==> config.mk <==
export PLATFORM = sky130hd
export DESIGN_NAME = mmio_link_port
export DESIGN_NICKNAME = d
export VERILOG_FILES = /design/src/rtl/mmio_link_port.sv
export SDC_FILE = /design/constraint.sdc
export NUM_CORES = 1
export LEC_CHECK = 0
export CAP_MARGIN = 20
export CORE_ASPECT_RATIO = 0.9
export CORE_MARGIN = 4
export CORE_UTILIZATION = 45
export CTS_CLUSTER_DIAMETER = 150
export DETAILED_ROUTE_END_ITERATION = 7
export GPL_ROUTABILITY_DRIVEN = 0
export PLACE_DENSITY = 0.77
export SYNTH_ARGS = -nofsm -noshare
export SYNTH_HDL_FRONTEND = slang
export SYNTH_SLANG_ARGS = --single-unit
==> constraint.sdc <==
create_clock -name clock -period 3.1 [get_ports clock]
set_clock_uncertainty 0.15 [all_clocks]
set_input_delay 0.465 -clock clock [delete_from_list [all_inputs] [get_ports clock]]
set_output_delay 0.465 -clock clock [all_outputs]
set_load 0.005 [all_outputs]
**Run 1: sequential cells grouped by signal name**

Bar = 50 µm. Other sequential cells in the stronger gray, the rest of the logic in the fainter gray.
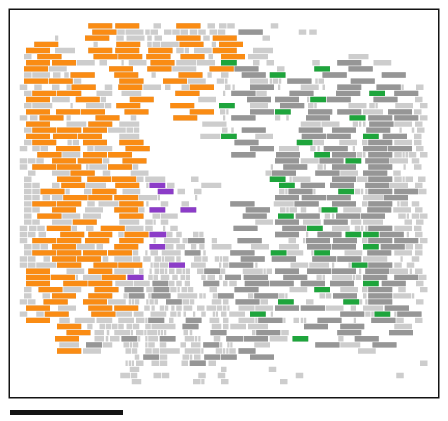
color	signal	sequential cells
purple	r_idx	8
orange	r_rx_mem	140
green	r_wdata	32
Flop area: 9740 µm²
fin util: 0.584
Seq/total area: 0.573

**Run 1: routing congestion**

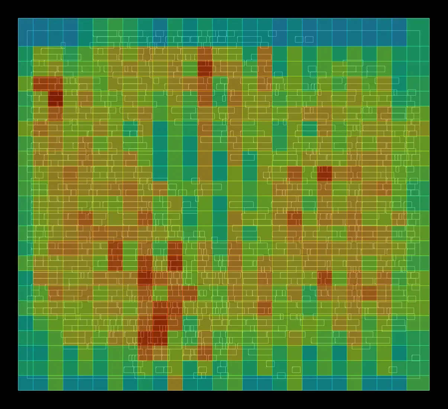
GR peak layer: met2
total global-route track usage: 0.169
DR WL/cell: 20.3 µm
GR Util met2: 0.281
met3 global-route usage: 0.0381

**Run 1: wire density map**

Bar = 50 µm. 38 x 34 tiles, from dark blue (low) to red (high), scaled to the fullest tile. Values are wire area over tile area, all layers added.
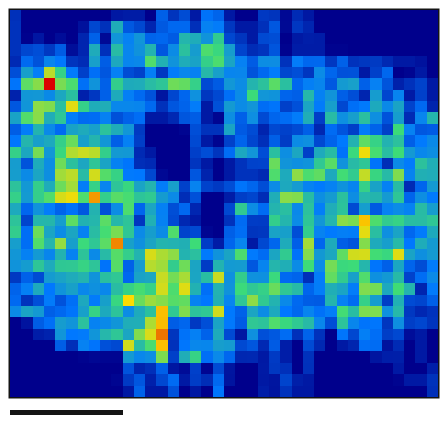
emptiest ninth of the die	top right
tiles over half the peak	9.6%
nearly empty tiles	15%
vias: 7173
drt total wl: 27.7 mm

==> results.txt, run 1 <==
impl run done, here's what came out: CP cell instances=nor4_4, buf_4, buf_4, and3_4, a22oi_1, nor2_2, clkdlybuf4s50_1, CP endpoint kind=output pin, ANT nets after route=0, min-delay worst type=input port to flip-flop, Die W=190 µm, share of cells above drive strength 1=0.202, fp util=0.460, Hold Crit Depth=2, Yosys chip area=approximately 13000 µm², port bufs=159, tool warnings=32, CTS max path bufs=3, Synth area leader=edfxtp_1, Stages on worst setup path=7, clk latency late pin=~0.50 ns, metal3 WL=2.06 mm, PD cells=653 nW/µm², Core Region=29100 µm², dominant register cell=edfxtp_1, cells after synthesis=~750, Post-Syn Area=13400 µm², register area share after synthesis=0.727, DP Worst Slack=0.310 ns, switching part of the total=0.218, fin. max-slew vios=0, Max Used Layer=met4, MaxCap Viol Count=0, Layout area overhead=26.9%, LEAKAGE=~5.7 nW, most instantiated logic cells after routing=edfxtp_1 (280), clkdlybuf4s50_1 (153), nand2_1 (76), Multi-input gate area=approximately 3500 µm², placed insts=approximately 1.3k, total die area=approximately 33000 µm², Synth Net Count=851, post-layout period usage=0.977, largest net degree at the start of global routing=a little under 50, Crit path top cell by count=buf_4, number of fill cells in the layout=2137, R2R cell count=14, Worst slew margin=0.500, Worst Setup Start Kind=flip-flop, Final min period=about 3.0 ns, non-filler cells, final=1362, Post-Route M1 WL=~12 mm, Starting DRT DRC Count=495, outcome=finished clean, final hold viol count=0, top cells by count, synth=edfxtp_1 (280), nand2_1 (76), mux4_2 (70), Synth Warn #=0, first-pass GRT wire length=42.7 mm, crit path DRT=2.48 ns, setup ws final=0.0714 ns, Ports=160, Peak Freq=330 MHz, register-to-register setup slack=about 0.19 ns, CP max-delay cell=clkdlybuf4s50_1, Root Buffer=clkbuf_16, distinct lib cells=49, Commonest Layout Cell=edfxtp_1, flip-flops with a built-in enable=280, Mapped Avg Cell Area=17.9 µm², CTS sink count=346, initial antenna violation count=1, Yosys top cell by instances=edfxtp_1, share of the synthesized area in the top cell type=0.628, CP Class=flip-flop to output pin, CTS tree=yes, hold_buf cts=0, Worst path max stage delay=0.54 ns, number of cell rows=about 59, Remaining Overflow, GRT=0, residual DRC count=0, worst-margin pin slew=0.739 ns, CP delay by family, top=buffers and inverters, Worst Path Max Fanout=4, CTS Buf Count=35, Vias/cell=5.27, Synth async-reset ratio=0, switching power=roughly 0.0024 W, vias in the first global route=7444, Peak VDD IR=0.000446 V, final net count=1043, crit path buf inv count=3, #FFs+latches synth=346, # setup viols final=0, Clock Pin Slew Worst Setup and Hold Paths=0.06 ns, met2 wire length=13.6 mm, Logic pwr share=0.129, Flop pwr share=0.478, Die Ht=172 µm, Top area cell types=edfxtp_1 (63%), mux4_2 (12%), dfxtp_1 (9.9%), nand2_1 (2.1%), a21boi_0 (1.8%), Pre-Repair DR Iteration Count=5, clock share of power=0.393, Pint=0.00868 W
run 1: final cells by class:
class	instances	area share
inverters	16	0.00353
clock buffers	48	0.0605
flip-flops and latches	346	0.573
well taps	396	0.0292
multi-input cells	347	0.203
clock inverters	14	0.0110
repair buffers	194	0.119
diodes	1	0.000147
run 1: kinds of logic (layout without fill, tap and decap cells):
| kind of cell | count (synthesis) | in the layout | synth area share |
|---|---|---|---|
| compound gates | 68 | 68 | 0.0388 |
| xor+xnor | 10 | 10 | 0.00654 |
| fa+ha+maj | 14 | 14 | 0.0142 |
| buf+inv | 55 | 272 | 0.0188 |
| flops | 346 | 346 | 0.727 |
| mux | 87 | 87 | 0.130 |
| other cells | 0 | 1 | 0 |
| simple gates | 168 | 168 | 0.0644 |
run 1: per-stage QoR:
step                      instance area [µm²]   util  total power, W  hold slack (ns)  setup TNS, ns
after global routing                    17000  0.584          0.0115            0.151       -0.00806
after CTS                               16900  0.582          0.0112            0.127              0
final                                   17000  0.584          0.0111            0.153              0
after global placement                  15600  0.537         0.00683            0.310              0
after floorplan                         13400      -         0.00614            0.291              0
after detailed placement                15600  0.537         0.00685            0.329              0
run 1: power groups by stage:
stage,clock [W],sequential [W],combinational (W)
after floorplan,0,0.00534,0.000799
after global placement,0,0.00540,0.00143
after detailed placement,0,0.00541,0.00145
after CTS,0.00445,0.00531,0.00146
after global routing,0.00465,0.00533,0.00156
final,0.00436,0.00531,0.00143
run 1: what timing repair did:
| action | CTS | global route |
|---|---|---|
| pin swaps | 3 | 3 |
| setup buffers | 8 | 3 |
| setup endpoints to repair | 32 | 22 |
| resized | 13 | 13 |
run 1: per-layer routing:
metal | track usage | vias up
met3 | 0.0381 | 37
met2 | 0.281 | 247
met1 | 0.234 | 3612
li1 | - | 3277
met4 | 0.0368 | 0
met5 | 0 | -
==> run 2: changes to the inputs <==
--- a/config.mk
+++ b/config.mk
@@ -5,11 +5,10 @@
 export SDC_FILE = /design/constraint.sdc
 export NUM_CORES = 1
 export LEC_CHECK = 0
-export CAP_MARGIN = 20
+export CAP_MARGIN = 15
 export CORE_ASPECT_RATIO = 0.9
-export CORE_MARGIN = 4
+export CORE_MARGIN = 2
 export CORE_UTILIZATION = 45
-export CTS_CLUSTER_DIAMETER = 150
 export DETAILED_ROUTE_END_ITERATION = 7
 export GPL_ROUTABILITY_DRIVEN = 0
 export PLACE_DENSITY = 0.77
**Run 2: routing congestion**

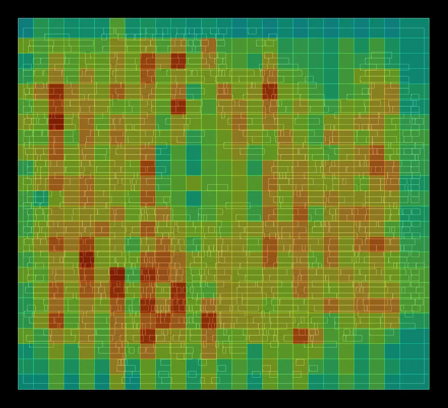
GR met1 Demand/Resource: 0.230
DR WL/cell: 19.9 µm
met3 global-route usage: 0.0339
fin util: 0.582
GR Util met2: 0.296

**Run 2: sequential cells grouped by signal name**

Bar = 50 µm. Other sequential cells in the stronger gray, the rest of the logic in the fainter gray.
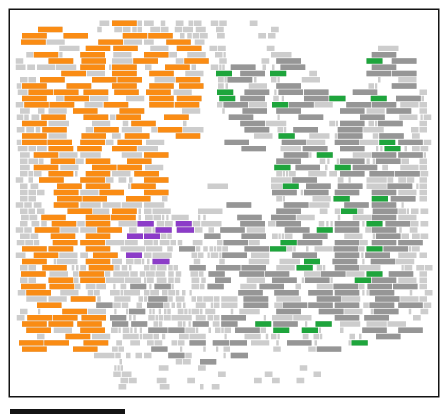
color	signal	sequential cells
purple	r_idx	8
green	r_wdata	32
orange	r_rx_mem	140
Seq/total area: 0.575
sequential cell power: 0.00530 W

==> results.txt, run 2 <==
impl run done, here's what came out: outcome=finished clean, Worst Path Max Fanout=7 (+3), simple-gate share of the synthesized area=0.0644 (unchanged), distinct lib cells=49 (unchanged), Post-synth mux share=0.130 (unchanged), largest net degree at the start of global routing=36 (-27%), Pre-Repair DR Iteration Count=4 (-1), CTS sink count=346 (unchanged), area share of xor/xnor cells in the synthesized design=0.00654 (unchanged), fp util=0.460 (unchanged), Commonest Layout Cell=edfxtp_1, Synth area leader=edfxtp_1, crit path DRT=2.48 ns (about the same), most instantiated logic cells after routing=edfxtp_1 (280), clkdlybuf4s50_1 (135), nand2_1 (76), PD cells=640 nW/µm² (-2.0%), Vias/cell=5.22 (-0.89%), Die W=186 µm (-2.1%), CTS tree=yes, R2R cell count=13 (-1), share of the synthesized area in the top cell type=0.628 (unchanged), Pwr Total=0.0108 W (-2.3%), register-to-register setup slack=0.14 ns (-0.05 ns), Yosys top cell by instances=edfxtp_1, Antenna Cells=0 (-1), min-delay worst type=input port to flip-flop, # setup viols final=0 (unchanged), Synth Warn #=0 (unchanged), MaxCap Viol Count=0 (unchanged), CTS Buf Count=35 (unchanged), ANT nets after route=0 (unchanged), Layout area overhead=26.5%, aoi share=0.0388 (unchanged), Die Ht=168 µm (-2.3%), CP cell instances=nor4_4, and3_4, nand3b_1, buf_4, nor2_1, clkdlybuf4s50_1, number of cell rows=59 (unchanged), total die area=31100 µm² (-4.4%), vias in the first global route=7337 (-1.4%), number of fill cells in the layout=2219 (+3.8%), Synth Net Count=851 (unchanged), CP delay by family, top=simple AND/OR/NAND/NOR gates, initial antenna violation count=0 (-1), setup ws final=0.0892 ns (+0.0178 ns), Adder-Cell Fraction of Synth Area=0.0142 (unchanged), Yosys chip area=13400 µm² (unchanged), drt total wl=27.0 mm (-2.4%), CTS max path bufs=3 (unchanged), first-pass GRT wire length=41.1 mm (-3.8%), vias=7099 (-1.0%), dominant register cell=edfxtp_1, Top area cell types=edfxtp_1 (63%), mux4_2 (12%), dfxtp_1 (9.9%), nand2_1 (2.1%), a21boi_0 (1.8%), CP endpoint kind=output pin, final hold viol count=0 (unchanged), Core Region=29100 µm² (unchanged), post-layout period usage=0.971 (-0.00575), Clock Pin Slew Worst Setup and Hold Paths=0.06 ns (about the same), port bufs=159 (unchanged), Synth async-reset ratio=0 (unchanged), flip-flops with a built-in enable=280 (unchanged), Remaining Overflow, GRT=0 (unchanged), final net count=1043 (unchanged), top cells by count, synth=edfxtp_1 (280), nand2_1 (76), mux4_2 (70), Final min period=3.01 ns (-0.0178 ns), total global-route track usage=0.174 (+0.00437), Post-Syn Area=13400 µm² (unchanged)
-- run 2: cells by family (layout without fill, tap and decap cells) --
logic type                 Yosys count  in the layout
DFF                                346            346
and+or+nand+nor                    168            168
muxes                               87             87
AOI/OAI and AO/OA                   68             68
buffers and inverters               55            271
adders and majority gates           14             14
xor gates and xnor gates            10             10
-- run 2: final cells by class --
cell class                 instances  area (µm²)  area share
sequential                       346        9740       0.575
multi-input combinational        347        3450       0.204
timing repair buffer             194        2070       0.122
clock buffer                      47         962      0.0568
tap                              396         495      0.0293
clock inverter                    14         159     0.00938
inverter                          16        60.1     0.00355
-- run 2: repair_timing --
action | 4_1_cts | 5_1_grt
resized | 12 | 29
endpoints found under the setup margin | 32 | 29
setup buffers | 3 | 6
pin swaps | 2 | 4
hold buffers | 0 | 0
-- run 2: layer usage --
layer / vias up / wire [µm] / global-route usage
met5: - / 0 / 0
met4: 0 / 562 / 0.0425
met3: 44 / 1720 / 0.0339
met2: 229 / 13400 / 0.296
met1: 3557 / 11300 / 0.230
li1: 3269 / - / -
-- run 2: worst register-to-register path, delay by kind of cell, from the launching register on --
family        cells  cell delay (ns)
xor+xnor          2             0.32
fa+ha+maj         3             0.78
flops             1             0.33
buf+inv           5             0.50
simple gates      3             0.74
-- run 2: power breakdown --
part	switching (W)	internal, W	total, W
combinational	0.000591	0.000854	0.00144
clock	0.00166	0.00244	0.00410
sequential	0.000135	0.00516	0.00530
total	0.00239	0.00845	0.0108
-- run 2: stage by stage --
step	area, µm²	cells
CTS	16800	1354
finish	16900	1360
global route	16900	1360
detailed placement	15600	1290
floorplan	13400	748
global placement	15600	1290
Power figures rest on the tool's default switching activity, not on a simulated workload.
